### Floorplan with the power grid, run 1

The bar under the picture is 50 um long. Pins as bars on the die edge.
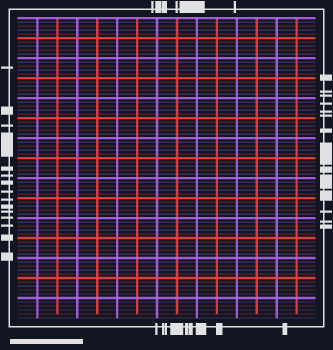
### Placed cells, one colour a class, run 1

Fill, decap, tap and diode cells in grey.
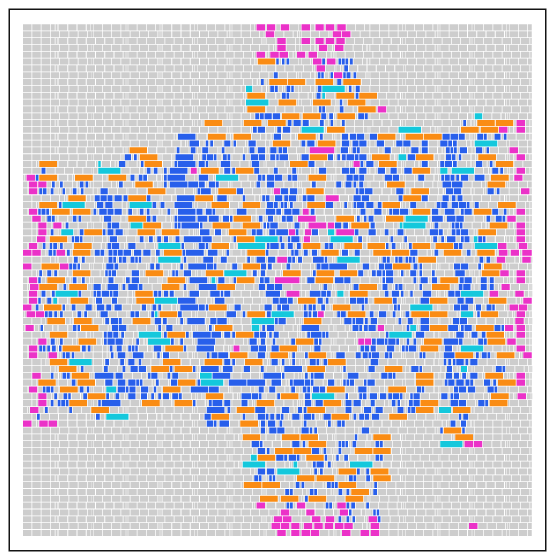
### Clock distribution, run 1

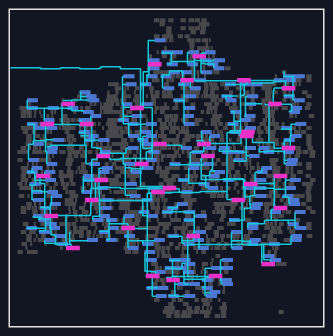
File: src/rtl/seq_div_32.sv
// Multi-cycle 32-bit restoring divider (unsigned / signed truncating) with divide-by-zero
// reporting. Each iteration drives one ripple-carry add/sub unit in subtract mode.

module addsub_32 #(
    parameter int WIDTH = 32
) (
    input  logic [WIDTH-1:0] a_i,
    input  logic [WIDTH-1:0] b_i,
    input  logic             sna_i,
    output logic [WIDTH-1:0] s_o,
    output logic             co_o
);
    logic [WIDTH:0]   c;
    logic [WIDTH-1:0] bx;

    assign c[0] = sna_i;
    assign bx   = b_i ^ {WIDTH{sna_i}};

    for (genvar i = 0; i < WIDTH; i++) begin : g_fa
        assign s_o[i]   = a_i[i] ^ bx[i] ^ c[i];
        assign c[i+1]   = (a_i[i] & bx[i]) | (c[i] & (a_i[i] ^ bx[i]));
    end

    assign co_o = c[WIDTH];
endmodule

module seq_div_32 #(
    parameter int WIDTH = 32,
    parameter int ITER  = 32
) (
    input  logic             clk_i,
    input  logic             rst_i,
    input  logic             start_i,
    input  logic             signed_i,
    input  logic [WIDTH-1:0] a_i,
    input  logic [WIDTH-1:0] b_i,
    output logic [WIDTH-1:0] q_o,
    output logic [WIDTH-1:0] r_o,
    output logic             busy_o,
    output logic             done_o,
    output logic             div_zero_o
);
    localparam int CW = $clog2(ITER);

    // LOAD registers the operand magnitudes and the B==0 decision one cycle after
    // capture, keeping the negation off the input pins.
    typedef enum logic [2:0] {
        S_IDLE, S_LOAD, S_RUN, S_FIX, S_ZERO, S_DONE
    } state_t;

    state_t           state_q;
    logic [CW-1:0]    cnt_q;
    logic [WIDTH-1:0] a_q, b_q;
    logic             sgn_q;
    logic [WIDTH:0]   p_q;
    logic [WIDTH-1:0] d_q, m_q;
    logic [WIDTH-1:0] q_q, r_q;
    logic             dz_q, busy_q, done_q;

    logic [WIDTH:0]   p_sh, p_d;
    logic [WIDTH-1:0] d_d, trial;
    logic             co, nb;
    logic [WIDTH-1:0] a_mag, b_mag, q_fix, r_fix;

    assign p_sh = {p_q[WIDTH-1:0], d_q[WIDTH-1]};

    addsub_32 #(.WIDTH(WIDTH)) u_sub (
        .a_i   (p_sh[WIDTH-1:0]),
        .b_i   (m_q),
        .sna_i (1'b1),
        .s_o   (trial),
        .co_o  (co)
    );

    always_comb begin
        nb    = co | p_sh[WIDTH];
        p_d   = nb ? {1'b0, trial} : p_sh;
        d_d   = {d_q[WIDTH-2:0], nb};
        a_mag = (sgn_q && a_q[WIDTH-1]) ? -a_q : a_q;
        b_mag = (sgn_q && b_q[WIDTH-1]) ? -b_q : b_q;
        q_fix = (sgn_q && (a_q[WIDTH-1] ^ b_q[WIDTH-1])) ? -d_q : d_q;
        r_fix = (sgn_q && a_q[WIDTH-1]) ? -p_q[WIDTH-1:0] : p_q[WIDTH-1:0];
    end

    always_ff @(posedge clk_i) begin
        if (rst_i) begin
            state_q <= S_IDLE;
            cnt_q   <= '0;
            a_q     <= '0;
            b_q     <= '0;
            sgn_q   <= 1'b0;
            p_q     <= '0;
            d_q     <= '0;
            m_q     <= '0;
            q_q     <= '0;
            r_q     <= '0;
            dz_q    <= 1'b0;
            busy_q  <= 1'b0;
            done_q  <= 1'b0;
        end else begin
            case (state_q)
                S_IDLE: if (start_i) begin
                    a_q     <= a_i;
                    b_q     <= b_i;
                    sgn_q   <= signed_i;
                    dz_q    <= 1'b0;
                    busy_q  <= 1'b1;
                    state_q <= S_LOAD;
                end
                S_LOAD: begin
                    if (b_q == '0) begin
                        state_q <= S_ZERO;
                    end else begin
                        cnt_q   <= '0;
                        p_q     <= '0;
                        d_q     <= a_mag;
                        m_q     <= b_mag;
                        state_q <= S_RUN;
                    end
                end
                S_RUN: begin
                    p_q   <= p_d;
                    d_q   <= d_d;
                    cnt_q <= cnt_q + CW'(1);
                    if (cnt_q == CW'(ITER - 1)) state_q <= S_FIX;
                end
                S_FIX: begin
                    q_q     <= q_fix;
                    r_q     <= r_fix;
                    done_q  <= 1'b1;
                    state_q <= S_DONE;
                end
                S_ZERO: begin
                    q_q     <= '1;
                    r_q     <= a_q;
                    dz_q    <= 1'b1;
                    done_q  <= 1'b1;
                    state_q <= S_DONE;
                end
                S_DONE: begin
                    done_q  <= 1'b0;
                    busy_q  <= 1'b0;
                    state_q <= S_IDLE;
                end
                default: state_q <= S_IDLE;
            endcase
        end
    end

    assign q_o        = q_q;
    assign r_o        = r_q;
    assign busy_o     = busy_q;
    assign done_o     = done_q;
    assign div_zero_o = dz_q;
endmodule
File: config.mk
export PLATFORM = sky130hd
export DESIGN_NAME = seq_div_32
export DESIGN_NICKNAME = d
export VERILOG_FILES = /design/src/rtl/seq_div_32.sv
export SDC_FILE = /design/constraint.sdc
export NUM_CORES = 1
export LEC_CHECK = 0
export ABC_CLOCK_PERIOD_IN_PS = 40100
export CAP_MARGIN = 40
export CORE_AREA = 5 5 208 210
export CTS_CLUSTER_DIAMETER = 50
export DETAILED_ROUTE_END_ITERATION = 10
export DIE_AREA = 0 0 213 215
export HOLD_SLACK_MARGIN = 0.03
export PLACE_DENSITY = 0.55
export SYNTH_ARGS = -nofsm -noshare
export SYNTH_HDL_FRONTEND = slang
export SYNTH_SLANG_ARGS = --single-unit
File: constraint.sdc
create_clock -name clk_i -period 40.1 [get_ports clk_i]
set_clock_uncertainty 0.2 [all_clocks]
set_input_delay 6.015 -clock clk_i [delete_from_list [all_inputs] [get_ports clk_i]]
set_output_delay 6.015 -clock clk_i [all_outputs]
set_load 0.02 [all_outputs]
==> reports/summary.txt, run 1 <==
Die W -> 213 um
Synth top cells by count -> dfxtp_1, nand2_1, nor2_1
max_cap viols -> 0
Cells after DPL -> 2040
logic share of the area -> 45.1%
Synth Seq Share -> 38.7%
Setup CP Type -> register to register
slowest stage delay, CP -> 0.41 ns
initial antenna violation count -> 0
Seq/total area -> 31.1%
share of layout cells above drive strength 1 -> 9.02%
max-slew violations -> 0
met1 wire length -> 16500 um
Setup Fix Bufs, Post-CTS -> 0
share of power burned in combinational logic -> 21.4%
Yosys warnings -> 0
grt ovf -> 0
required time worst endpoint -> 40.26 ns
clock network area share -> 7.57%
1st-iter DRT viols -> 673
syn_area_per_cell -> 8.38 sq um
Non-clk bufs -> 155
Top cells by area -> dfxtp_1, a21oi_1, nand2_1
number of enable flip-flop cells -> 0
ANT cells -> 0
post-DR vias/cell -> 5.04
asr flop ratio synth -> 0%
routed length per instance -> 16.9 um
non-clk buf share -> 10.5%
Tot Pwr -> 0.000724 W
Commonest flop -> dfxtp_1
CLK BUF -> 46
Int Pwr -> 0.000501 W
CTS HTree Levels -> 2
Leak -> 5.35 nW
M3 GR Usage -> 2.83%
hold slack final -> 0.270 ns
Setup Viol. Count Final -> 0
final worst path period need -> 13.63 ns
clock root cell -> clkbuf_16
invs w/o clock -> 53
synthesized instance count -> 1457
P_sw -> 0.000223 W
Hold Fails Final Rpt -> 0
Hold EP -> m_q[0]
Levels on crit path -> 43
M1 GR Usage -> 21.1%
Synthesized Nets -> 1563
Critical-path top delay cell -> fa_1
status -> finished clean
CP bufs+invs -> 7
dominant logic cell type in the layout -> dfxtp_1
Post-DP Area -> 14000 sq um
Arr. time, crit path -> 13.79 ns
post-route insts no fill -> 2102
DR top layer -> met4
# clock sinks -> 236
Slew headroom -> 42.2%
most frequent cells in the layout -> dfxtp_1, nand2_1, nor2_1
worst vdd ir -> 25.9 uV
Late-Pin Clk Latency -> 0.51 ns
routed wl met2 -> 16200 um
top-area cell type share of the netlist area -> 38.7%
most crowded layer after global routing -> met2
Worst Setup End Kind -> register
Flops after synth -> 236
clk buf depth -> 3
fin util -> 36.7%
element type at the critical path start -> register
sequential cell area -> 4720 sq um
final RePlAce weighted congestion -> 0.834
Notes on 'Floorplan with the power grid' above:
legend:
  red:
    net: VDD
  purple:
    net: VSS
met5 straps: 15
signal pins: 135
met1 rails: 76
rows: 75

Notes on 'Placed cells, one colour a class' above:
legend:
  cyan:
    class: clock drivers and dummy loads
    cells: 62
    share_of_their_area: 7.9%
  orange:
    class: flip-flops
    cells: 236
    share_of_their_area: 33%
  blue:
    class: all other logic
    cells: 1110
    share_of_their_area: 49%
  magenta:
    class: other buffers and delay cells
    cells: 155
    share_of_their_area: 11%

Notes on 'Clock distribution' above:
legend:
  magenta:
    item: cells driving clock nets
    count: 35
  cyan:
    item: clock wires
    length: 3460 um
  blue:
    item: flip-flops
    count: 236
routed clock nets: 36

==> run 1: logic make-up (layout without fill, tap and decap cells) <==
logic type | count (synthesis) | after routing | share of synthesized area, %
muxes | 29 | 29 | 2.66
AOI/OAI and AO/OA | 413 | 413 | 22.2
adders and majority gates | 38 | 38 | 5.80
and+or+nand+nor | 461 | 461 | 16.9
xor gates and xnor gates | 116 | 116 | 8.32
buffers and inverters | 164 | 270 | 5.44
DFF | 236 | 236 | 38.7
==> run 1: power by group through the flow <==
stage          combinational (W)  sequential (W)  clock (W)
2_1_floorplan           0.000108        0.000270          0
3_3_place_gp            0.000151        0.000274          0
3_5_place_dp            0.000155        0.000274          0
4_1_cts                 0.000156        0.000269   0.000307
5_1_grt                 0.000173        0.000272   0.000317
6_report                0.000155        0.000269   0.000299
==> run 1 -> run 2 <==
Settings changed: ABC_CLOCK_PERIOD_IN_PS 40100 to 14000.
Clock period 40.1 ns to 14 ns, I/O delays scaled along.
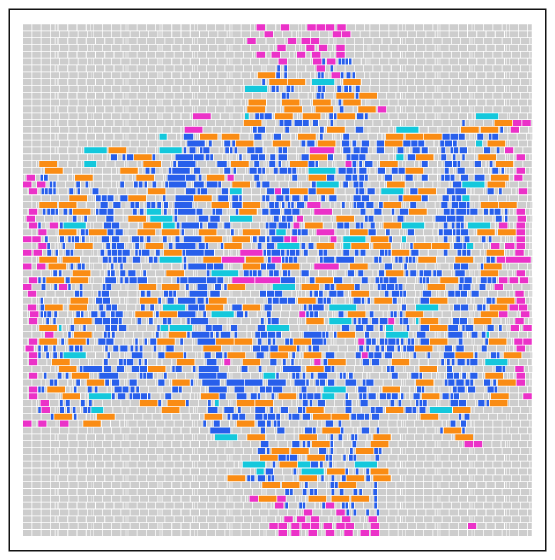
*Placed cells, one colour a class, run 2*
Fill, decap, tap and diode cells in grey.
legend:
  orange:
    class: flip-flops
    cells: 236
    share_of_their_area: 32%
  blue:
    class: all other logic
    cells: 1110
    share_of_their_area: 48%
  magenta:
    class: other buffers and delay cells
    cells: 161
    share_of_their_area: 12%
  cyan:
    class: clock drivers and dummy loads
    cells: 61
    share_of_their_area: 7.9%

==> reports/summary.txt, run 2 <==
Worst Setup End Kind -> register
Late-Pin Clk Latency -> 0.52 ns (about the same)
Hold EP -> m_q[0]
# clock sinks -> 236 (unchanged)
M1 GR Usage -> 21.6% (+0.45 points)
max-slew violations -> 0 (unchanged)
clk buf depth -> 3 (unchanged)
Pwr top -> clock
Yosys warnings -> 0 (unchanged)
Tot Pwr -> 0.00213 W (+190%)
M3 GR Usage -> 2.60% (-0.23 points)
post-route insts no fill -> 2107 (+0.24%)
most frequent cells in the layout -> dfxtp_1, nand2_1, nor2_1
Levels on crit path -> 44 (+2.3%)
routed length per instance -> 17.3 um (+1.9%)
top-area cell type share of the netlist area -> 38.7% (unchanged)
slowest stage delay, CP -> 0.41 ns (about the same)
Synth top cells by count -> dfxtp_1, nand2_1, nor2_1
Hold Fails Final Rpt -> 0 (unchanged)
final RePlAce weighted congestion -> 0.824 (-1.2%)
hold slack final -> 0.266 ns (-0.00390 ns)
fin util -> 37.2% (+0.43 points)
Clk. pwr -> 0.000874 W (+190%)
Setup Viol. Count Final -> 0 (unchanged)
clock root cell -> clkbuf_16
status -> finished clean
Post-DP Area -> 14100 sq um (+0.23%)
CTS HTree Levels -> 2 (unchanged)
Seq group -> 0.000771 W (+190%)
post-DR vias/cell -> 5.08 (+0.79%)
ANT cells -> 0 (unchanged)
Arr. time, crit path -> 13.63 ns (-0.16 ns)
Top cells by area -> dfxtp_1, a21oi_1, nand2_1
Cells after DPL -> 2040 (unchanged)
Die W -> 213 um (unchanged)
worst vdd ir -> 77.4 uV (+200%)
Synthesized Nets -> 1563 (unchanged)
CP bufs+invs -> 8 (+1)
1st-iter DRT viols -> 668 (-0.74%)
Setup Fix Bufs, Post-CTS -> 0 (unchanged)
CP top delay family -> adder cells
asr flop ratio synth -> 0% (unchanged)
Flops after synth -> 236 (unchanged)
number of enable flip-flop cells -> 0 (unchanged)
Commonest flop -> dfxtp_1
final worst path period need -> 13.47 ns (-0.161 ns)
Critical-path top delay cell -> fa_1
share of layout cells above drive strength 1 -> 9.63% (+0.61 points)
P_sw -> 0.000652 W (+190%)
share of power burned in combinational logic -> 22.7% (+1.3 points)
initial antenna violation count -> 0 (unchanged)
grt ovf -> 0 (unchanged)
met1 wire length -> 16600 um (+0.68%)
required time worst endpoint -> 14.16 ns (-26.10 ns)
Setup CP Type -> register to register
most crowded layer after global routing -> met2
max_cap viols -> 0 (unchanged)
routed wl met2 -> 16500 um (+2.3%)
Synth Seq Share -> 38.7% (unchanged)
==> run 2: cell types whose count changed in the layout (fill, tap and decap cells not counted), sizes merged <==
cell,change
bufinv,+2
clkbuf,+1
clkinvlp,-4
inv,+3
buf,+3
==> run 2: layout make-up <==
class	instances	area (sq um)	area share (%)
repair buffers	161	1740	11.3
clock buffers	44	958	6.23
inverters	53	199	1.29
flip-flops and latches	236	4720	30.7
well taps	539	674	4.39
multi-input cells	1057	6870	44.7
clock inverters	17	209	1.36
==> run 2: logic make-up after synthesis <==
group	Yosys count	synth area share, %
flip-flops	236	38.7
XOR/XNOR	116	8.32
multiplexers	29	2.66
AND/OR/NAND/NOR	461	16.9
AND-OR/OR-AND	413	22.2
adder cells (fa/ha/maj)	38	5.80
buffers and inverters	164	5.44
Power and IR drop assume default switching activity.
